==> config.mk <==
export PLATFORM = sky130hd
export DESIGN_NAME = ir_queue
export DESIGN_NICKNAME = d
export VERILOG_FILES = /design/src/rtl/ir_queue.sv
export SDC_FILE = /design/constraint.sdc
export NUM_CORES = 1
export LEC_CHECK = 0
export CAP_MARGIN = 20
export CORE_MARGIN = 4
export CORE_UTILIZATION = 55
export DETAILED_ROUTE_END_ITERATION = 8
export HOLD_SLACK_MARGIN = 0.15
export PLACE_DENSITY = 0.86
export SLEW_MARGIN = 30
export SYNTH_ARGS = -nofsm -noshare
export SYNTH_HDL_FRONTEND = slang
export SYNTH_SLANG_ARGS = --single-unit
==> constraint.sdc <==
create_clock -name clk -period 4.2 [get_ports clk]
set_input_delay 0.42 -clock clk [delete_from_list [all_inputs] [get_ports clk]]
set_output_delay 0.42 -clock clk [all_outputs]
set_load 0.03 [all_outputs]
**Pin placement**

Pins as bars across the die edge, other pins in grey.
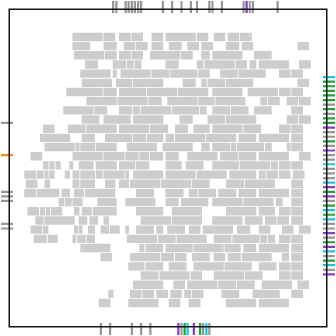
Key: imm_sext = green [pins 16, direction output, edge 14 right, 2 bottom]; BA = purple [pins 10, direction output, edge 7 right, 2 bottom, 1 top]; IMM = cyan [pins 9, direction output, edge 7 right, 2 bottom]; in_ready = orange [pins 1, direction output, edge left]
All pins by edge: 44 right, 21 top, 14 bottom, 7 left.
vertical die dimension: 93.67 µm
port buffer count: 85
width of the die: 93.67 µm

**Metal layers overlaid**

Scale bar: 20 µm.
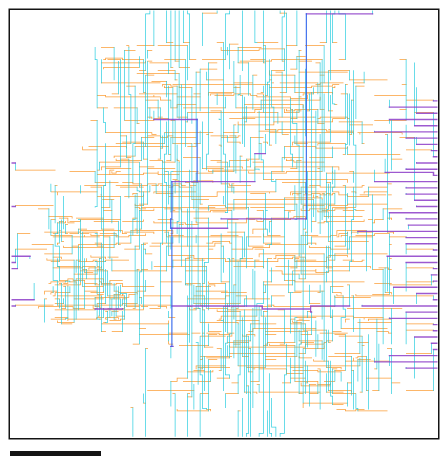
Key: M2 = cyan [wire length 3790 µm]; M4 = blue [wire length 95.0 µm]; M1 = orange [wire length 3250 µm]; M3 = purple [wire length 412 µm]
GR Util All Layers: 18.33%
wirelength, routed: 7537 µm
total vias in the final route: 2271
average wire per cell in the routed design: 17.86 µm

==> summary.txt <==
run results: prevailing logic family in the synthesized netlist multiplexers, DIE AREA just under 9000 µm², setup repair bufs after CTS 0, number of tap instances between 90 and 100, Post-synth regs approximately 71, clock buffer count in the final layout 10, root cell of the clock tree sky130_fd_sc_hd__clkbuf_8, clock network area share under 10%, number of max-slew violations in the final report 0, total number of placement rows 30, largest incremental delay on the critical path approximately 0.86 ns, XOR/XNOR share of the synthesized area 0.6510%, cell-internal power 1.839 mW, # Max-Cap Violations 0, Adder-Cell Fraction of Synth Area 1.736%, Final Non-Filler Cells between 400 and 500, total clock sinks just over 70, Post-DRT Antenna Nets 0, result of the run finished clean, instance count along the most critical hold path 1, DP HPWL 5201 µm, Max IR drop VDD 0.0002202 V, number of sequential storage elements 71, NumNets Final roughly 350, count of unique library cells instantiated by Yosys 35, # placed instances 406, post-synthesis cell count 282, summed negative setup slack over all endpoints 0 ns, antenna diode instance count 0, number of antenna violations at the first check in global routing 0, Levels on crit path 3, final setup violation count 0, portion of the post-synthesis area used by sequential elements 44.02%, post-layout period usage between 70% and 80%, Non-clock inverters 7, clock network latency to the later pin of the worst-skew pair 0.34 ns, Synth Area in Simple Gates 7.223%, violation tally from detailed-route iteration zero 82, area inside the core boundary 6944 µm², tightest hold margin 0.5045 ns, non-clock buffering overhead in the final layout 18.44%, Avg Inst Size Synth 14.31 µm², post-CTS resize count 0, TritonCTS clock tree built, synthesis warning total 0, I/O Pins 86, type of destination of the critical path output pin, endpoint required time on the critical path 3.78 ns, finished layout cell area 4736 µm²
power groups by stage:
| stage | combinational (mW) | clock (mW) | sequential [mW] |
|---|---|---|---|
| final | 1.34 | 0.524 | 1.02 |
| after global routing | 1.41 | 0.571 | 1.05 |
| after CTS | 1.35 | 0.540 | 1.02 |
| after detailed placement | 1.35 | 0 | 1.03 |
| after global placement | 1.32 | 0 | 1.02 |
| after floorplan | 1.11 | 0 | 0.972 |
cell families after synthesis:
group,Yosys count
adders and majority gates,5
AOI/OAI and AO/OA,17
DFF,71
buffers and inverters,67
muxes,81
xor gates and xnor gates,3
and+or+nand+nor,38
metal layers:
metal  vias to the layer above  GRT usage, %  share of wire, %
li1                       1038             -                 -
met5                         -             0                 0
met4                         0         5.415               1.2
met3                         8         5.128               5.5
met2                        65         30.14                50
met1                      1160         23.81                43
Power is estimated from default activity; no workload was simulated.
